$ cat src/rtl/adder_error_monitor.sv
// adder_error_monitor: windowed error statistics of an approximate adder
// against its exact reference.
//
// Ports:
//   clk, rst_n   clock and async active-low reset
//   start        open a window (IDLE only); num_samples latched here
//   abort        close the window early, no done pulse (RUN only)
//   in_valid     sample pair present; in_ready high only in RUN
//   approx_sum   approximate result {carry,sum}, WIDTH+1 bits
//   exact_sum    exact result {carry,sum}, WIDTH+1 bits
//   busy, done   RUN indicator / one-cycle completion pulse
//   sample_count accepted handshakes this window
//   err_count    samples whose error distance is nonzero
//   sum_ed       saturating sum of error distances; ovf sticky on clamp
//   max_ed       largest error distance
//
// Optional feature macro: ERRMON_MAX_ED_EN.
// When undefined, max_ed tracking is removed and max_ed reads 0.

module adder_error_monitor #(
    parameter int WIDTH = 8,
    parameter int CNT_W = 16,
    parameter int ACC_W = 32
) (
    input  logic             clk,
    input  logic             rst_n,
    input  logic             start,
    input  logic             abort,
    input  logic [CNT_W-1:0] num_samples,
    input  logic             in_valid,
    output logic             in_ready,
    input  logic [WIDTH:0]   approx_sum,
    input  logic [WIDTH:0]   exact_sum,
    output logic             busy,
    output logic             done,
    output logic [CNT_W-1:0] sample_count,
    output logic [CNT_W-1:0] err_count,
    output logic [ACC_W-1:0] sum_ed,
    output logic [WIDTH:0]   max_ed,
    output logic             ovf
);

    // Accumulator sum is formed wide enough for either operand plus
    // one carry bit, so the clamp test never loses the overflow.
    localparam int SW = ((ACC_W > WIDTH + 1) ? ACC_W : WIDTH + 1) + 1;
    localparam logic [SW-1:0] ACC_MAX = (SW'(1) << ACC_W) - SW'(1);

    typedef enum logic [1:0] {
        IDLE = 2'd0,
        RUN  = 2'd1,
        DONE = 2'd2
    } state_t;

    state_t state;
    state_t state_nxt;

    logic [CNT_W-1:0] n_reg;
    logic             fire;
    logic             clr;
    logic             last;
    logic [WIDTH:0]   ed;
    logic [SW-1:0]    sum_wide;
    logic             sat;

    // A sample arriving with abort is dropped, never counted.
    always_comb begin
        fire = in_valid & in_ready & ~abort;
        last = (sample_count == n_reg - CNT_W'(1));
    end

    always_comb begin
        if (approx_sum >= exact_sum) begin
            ed = approx_sum - exact_sum;
        end else begin
            ed = exact_sum - approx_sum;
        end
        sum_wide = SW'(sum_ed) + SW'(ed);
        sat      = (sum_wide > ACC_MAX);
    end

    always_comb begin
        state_nxt = state;
        clr       = 1'b0;
        unique case (state)
            IDLE: begin
                if (start) begin
                    clr = 1'b1;
                    if (num_samples == '0) begin
                        state_nxt = DONE;
                    end else begin
                        state_nxt = RUN;
                    end
                end
            end
            RUN: begin
                if (abort) begin
                    state_nxt = IDLE;
                end else if (fire && last) begin
                    state_nxt = DONE;
                end
            end
            DONE: begin
                state_nxt = IDLE;
            end
            default: begin
                state_nxt = IDLE;
            end
        endcase
    end

    // Status flags are flops loaded from the next state so they are
    // registered outputs yet stay aligned with the FSM.
    always_ff @(posedge clk or negedge rst_n) begin
        if (!rst_n) begin
            state    <= IDLE;
            in_ready <= 1'b0;
            busy     <= 1'b0;
            done     <= 1'b0;
        end else begin
            state    <= state_nxt;
            in_ready <= (state_nxt == RUN);
            busy     <= (state_nxt == RUN);
            done     <= (state_nxt == DONE);
        end
    end

    always_ff @(posedge clk or negedge rst_n) begin
        if (!rst_n) begin
            n_reg        <= '0;
            sample_count <= '0;
            err_count    <= '0;
            sum_ed       <= '0;
            ovf          <= 1'b0;
        end else if (clr) begin
            n_reg        <= num_samples;
            sample_count <= '0;
            err_count    <= '0;
            sum_ed       <= '0;
            ovf          <= 1'b0;
        end else if (fire) begin
            sample_count <= sample_count + CNT_W'(1);
            if (ed != '0) begin
                err_count <= err_count + CNT_W'(1);
            end
            if (sat) begin
                sum_ed <= ACC_MAX[ACC_W-1:0];
                ovf    <= 1'b1;
            end else begin
                sum_ed <= sum_wide[ACC_W-1:0];
            end
        end
    end

`ifdef ERRMON_MAX_ED_EN
    always_ff @(posedge clk or negedge rst_n) begin
        if (!rst_n) begin
            max_ed <= '0;
        end else if (clr) begin
            max_ed <= '0;
        end else if (fire && (ed > max_ed)) begin
            max_ed <= ed;
        end
    end
`else
    assign max_ed = '0;
`endif

endmodule

$ cat config.mk
export PLATFORM = sky130hd
export DESIGN_NAME = adder_error_monitor
export DESIGN_NICKNAME = d
export VERILOG_FILES = /design/src/rtl/adder_error_monitor.sv
export SDC_FILE = /design/constraint.sdc
export NUM_CORES = 1
export LEC_CHECK = 0
export ABC_AREA = 1
export CORE_ASPECT_RATIO = 0.8
export CORE_UTILIZATION = 40
export DETAILED_ROUTE_END_ITERATION = 10
export GPL_TIMING_DRIVEN = 1
export PLACE_DENSITY = 0.71
export SLEW_MARGIN = 20
export SYNTH_ARGS = -nofsm -noshare
export SYNTH_HDL_FRONTEND = slang
export SYNTH_SLANG_ARGS = --single-unit
$ cat constraint.sdc
create_clock -name clk -period 2.5 [get_ports clk]
set_clock_uncertainty 0.15 [all_clocks]
set_input_delay 0.5 -clock clk [delete_from_list [all_inputs] [get_ports clk]]
set_output_delay 0.5 -clock clk [all_outputs]
set_load 0.03 [all_outputs]
==> run_1/final_placement.png <==
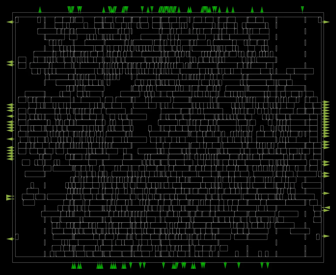
sequential cells: 85
Cell Rows: 42
Tap Count: 220
Layout Utilization: 0.647

==> run_1/cell_classes.png <==
(2 px per um)
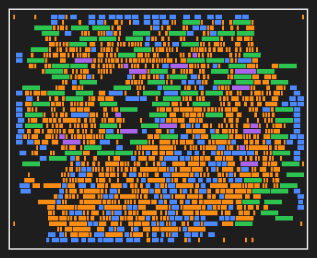
- orange: all other logic (cells 919; share of their area 55%)
- purple: clock drivers and dummy loads (cells 16; share of their area 2.9%)
- blue: other buffers and delay cells (cells 237; share of their area 22%)
- green: flops (cells 85; share of their area 20%)
core region area: 16,700 um^2
fraction of area in registers: 0.197
final design area excluding fillers: 10,800 um^2

==> run_1/port_nets.png <==
(2 px per um)
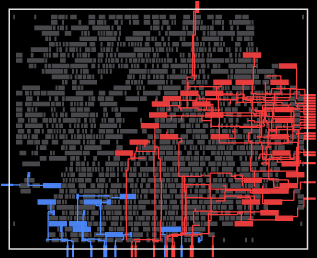
- blue: exact_sum (bits 9; direction input; end cells 18; buffers 10; wire 255 um)
- red: sum_ed (bits 32; direction output; end cells 32; buffers 33; wire 2,190 um)
count of buffers inserted at the top-level ports: 106
count of pins on the block boundary: 116

==> run summary, run 1 <==
The synthesis and PnR run went through. In the final layout, the multi-input gates occupy between 5000 and 6000 um^2. The flow ran to the end, but the final reports show violations. Per the final layout report, the fraction of cells sized above drive strength 1 comes to 0.325. Max-slew check failures listed in the final report amount to 0. The cell-mix breakdown from Yosys lists the adder-cell area share as 0.0653.

The via count of the first global-routing pass was ~6.8k. In the final routing, the length of wire on met1 measures 10,600 um. Transition at the pin with the smallest max-transition slack landed at between 0.5 and 0.6 ns. The number of gates resized after CTS was 234. Met3 demand-to-capacity share in global routing landed at 0.0460. In the post-route analysis, the smallest setup slack over all paths is -0.628 ns. In this design, the largest share of critical-path delay is due to simple AND/OR/NAND/NOR gates. STA classifies the critical path endpoint as a register. Ranked by power, first place goes to combinational logic. Counting along the longest clock path gives a buffer depth of 2. Growth of design area from synthesis to finish landed at 57.2%.

Portion of synthesized cell area occupied by the leading cell type landed at 0.310. Timing would allow up to ~0.32 GHz. Hold path depth landed at 2. Number of cell instances on the worst register-to-register path landed at 11. Clock tree synthesis selected as its root buffer the cell sky130_fd_sc_hd__clkbuf_16. Per the summary, power density relative to cell area is around 550 nW/um^2. Initial antenna violation count landed at 0. Sequential group power landed at ~0.0017 W. Proportion of synthesized area in mux cells landed at 0. The timing report shows that the slowest cell on the worst path is sky130_fd_sc_hd__ha_4.

The final reports fail on negative setup slack. Final setup violation count landed at around 49. Of the combinational cells, the family taking the most area is simple AND/OR/NAND/NOR gates. Shortest clock period the worst path allows after layout landed at around 3.1 ns.
## run 1: cells by family (layout without fill, tap and decap cells)
logic type | after synthesis | after routing
buffers and inverters | 183 | 407
AOI/OAI and AO/OA | 98 | 98
DFF | 85 | 85
and+or+nand+nor | 574 | 575
adders and majority gates | 34 | 34
other | 1 | 9
xor gates and xnor gates | 49 | 49
## run 1: layout make-up
cell class / instances / share of cell area
Inverter: 154 / 0.0569
Clock buffer: 9 / 0.0209
Tap cell: 220 / 0.0255
Clock inverter: 7 / 0.00766
Timing Repair Buffer: 237 / 0.210
Multi-Input combinational cell: 765 / 0.482
Sequential cell: 85 / 0.197
## run 1: synth_stat cells (18+ instances only)
master and n:
sky130_fd_sc_hd__nor2_1 83, sky130_fd_sc_hd__nand4_1 26, sky130_fd_sc_hd__nand3_1 93, sky130_fd_sc_hd__xor2_1 34
sky130_fd_sc_hd__o21ai_0 44, sky130_fd_sc_hd__ha_1 31, sky130_fd_sc_hd__dfrtp_1 85, sky130_fd_sc_hd__nor3_1 26
sky130_fd_sc_hd__nand2_2 18, sky130_fd_sc_hd__nand2_1 297, sky130_fd_sc_hd__inv_1 151, sky130_fd_sc_hd__a21oi_1 28
## run 1: per-stage QoR
stage | area (um^2) | utilization | hold slack (ns) | total power, W
6_report | 10800 | 0.647 | 0.359 | 0.00597
5_1_grt | 10800 | 0.647 | 0.391 | 0.00629
4_1_cts | 10300 | 0.617 | 0.363 | 0.00571
3_5_place_dp | 9260 | 0.556 | 0.333 | 0.00389
3_3_place_gp | 9260 | 0.556 | 0.321 | 0.00387
2_1_floorplan | 7320 | - | 0.0544 | 0.00299
==> run 2, diff against run 1 <==
Settings changed: SKIP_LAST_GASP set to 1.
==> run_2/final_placement.png <==
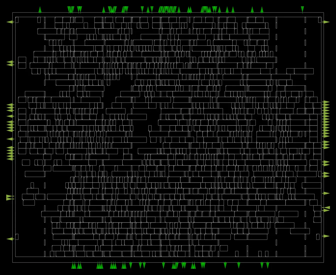
final cell count without fillers: 1,477
fraction of area in registers: 0.199
fill cell count: 1,425
Layout Utilization: 0.641

==> run_2/density.png <==
(2 px per um) The die is cut into 15 by 12 equal tiles; dark blue is low, red is high, 0 to 100% covered.
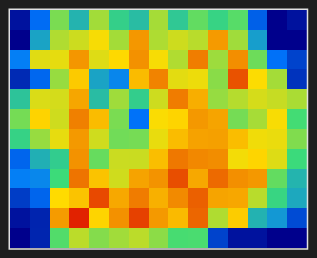
- nearly empty tiles: 3.9%
- densest ninth of the die: bottom center
- tiles over 75% full: 33%
- fullest tile: 96%
- mean over tiles: 59%
pre-placement core utilization: 0.412

==> run summary, run 2 <==
The synthesis and PnR run went through. The initial antenna violation count was 0 (unchanged). Final worst-path setup slack landed at -0.610 ns (was -0.628 ns). The growth of design area from synthesis to finish came to 55.7% (was 57.2%). Setup TNS after final layout landed at -26.22 ns (was -23.16 ns). Cell area after placement landed at 9260 um^2 (unchanged).

RSZ-0062 raised after global routing: true (unchanged). The hold path depth came to 2 (unchanged). Status: complete, but fails checks (unchanged). Core area landed at 16,700 um^2 (unchanged). The slowest cell on the critical path is sky130_fd_sc_hd__ha_4 (unchanged). The critical path endpoint category is a register (unchanged). Worst endpoint required time landed at 2.64 ns (was 2.65 ns).

The shortest clock period the worst path allows after layout was 3.11 ns (was 3.13 ns). Post-synthesis cell count from yosys landed at 1,024 (unchanged). Mean instance size in the synthesized netlist landed at 6.70 um^2 (unchanged). Smallest hold slack landed at 0.361 ns (was 0.359 ns).

The via count of the first global-routing pass came to 6,831 (was 6,840). The hold path startpoint is n_reg[1]$_DFFE_PN0P_ (was ovf$_DFFE_PN0P_). Power consumption landed at 0.00595 W (was 0.00597 W). The number of enable flip-flop cells came to 0 (unchanged). The most frequently used cell type in the post-synthesis netlist was sky130_fd_sc_hd__nand2_1 (unchanged). The portion of synthesized cell area occupied by the leading cell type was 0.310 (unchanged). The number of cell instances on the worst register-to-register path was 12 (was 11). Total non-filler cell area in the finished layout landed at 10,700 um^2 (was 10,800 um^2). Quantity of I/O buffers inserted on ports landed at 106 (unchanged). Number of ports placed on the die boundary landed at 116 (unchanged). Row count landed at 42 (unchanged). The transition at the pin with the smallest max-transition slack is 0.541 ns (was 0.539 ns). The clock root buffer master was sky130_fd_sc_hd__clkbuf_16 (unchanged). Post-synthesis async set-or-reset flop share landed at 1.00 (unchanged). Final hold violation count landed at 0 (unchanged). The number of antenna diodes is 0 (unchanged). The die width came to 148 um (unchanged). The register clock-pin slew on the reported worst setup and hold paths was 0.07 ns (about the same).

Count of warning messages emitted by the tools landed at 39 (unchanged). The post-route met1 wirelength came to 10,600 um (about the same). Top cells by count: 297 x sky130_fd_sc_hd__nand2_1, 151 x sky130_fd_sc_hd__inv_1, 93 x sky130_fd_sc_hd__nand3_1 (unchanged).

The maximum clock frequency was 0.322 GHz (was 0.320 GHz). The endpoint of the worst-slack reg-to-reg timing path is sum_ed[8]$_DFFE_PN0P_ (unchanged). Final setup violation count landed at 49 (unchanged).

Buffer depth of the longest clock path landed at 2 (unchanged). Met3 demand-to-capacity share in global routing landed at 0.0460 (unchanged). Violations in the final reports: negative setup slack (unchanged). The sequential cell area fraction in the yosys report came to 0.310 (unchanged). The total power per unit cell area is 557 nW/um^2 (was 554 nW/um^2). Number of pins with negative max-slew slack in the final report landed at 0 (unchanged). Fraction of layout cells with a size suffix above 1 landed at 0.310 (was 0.325). The dominant logic cell type in the layout is sky130_fd_sc_hd__nand2_1 (unchanged). Global-route wire length before repair landed at 35,200 um (about the same).
[run 2: kinds of logic after synthesis]
family,after synthesis,share of synthesized area
compound gates,98,0.0812
fa+ha+maj,34,0.0653
buf+inv,183,0.110
other cells,1,0.000547
xor+xnor,49,0.0626
simple gates,574,0.370
flops,85,0.310
[run 2: worst max path at each step]
stage,from,depth (start not counted),end
3_3_place_gp,approx_sum[2],22,sum_ed[19]$_DFFE_PN0P_
3_5_place_dp,approx_sum[0],22,sum_ed[19]$_DFFE_PN0P_
5_1_grt,exact_sum[2],23,sum_ed[8]$_DFFE_PN0P_
4_1_cts,exact_sum[0],22,sum_ed[19]$_DFFE_PN0P_
6_report,approx_sum[7],24,sum_ed[22]$_DFFE_PN0P_
2_1_floorplan,approx_sum[2],22,sum_ed[3]$_DFFE_PN0P_
[run 2: repair_timing]
action	in CTS	in global routing
hold endpoints to repair	31	0
gates cloned	0	2
pin swaps	101	58
hold buffers	1	0
setup buffers	24	13
gates resized	230	71
endpoints found under the setup margin	49	49
[run 2: power by group through the flow]
stage / Sequential [W] / Combinational [W] / Clock [W]
after floorplan: 0.00173 / 0.00127 / 0
after global placement: 0.00167 / 0.00220 / 0
after detailed placement: 0.00167 / 0.00222 / 0
after CTS: 0.00165 / 0.00260 / 0.00145
after global routing: 0.00166 / 0.00309 / 0.00152
final: 0.00165 / 0.00287 / 0.00142
[run 2: critical path: cells and delay by family]
family          cells  cell delay [ns]
compound gates      1             0.18
buf+inv             4             0.38
fa+ha+maj           2             0.48
simple gates       17             1.73
[run 2: final cells by class]
cell class / instances / area [um^2]
Timing Repair Buffer: 237 / 2260
Tap cell: 220 / 275
Fill cell: 1425 / 5980
Sequential cell: 85 / 2130
Clock buffer: 9 / 225
Clock inverter: 7 / 82.6
Multi-Input combinational cell: 765 / 5090
Inverter: 154 / 613
Power and IR drop assume default switching activity.
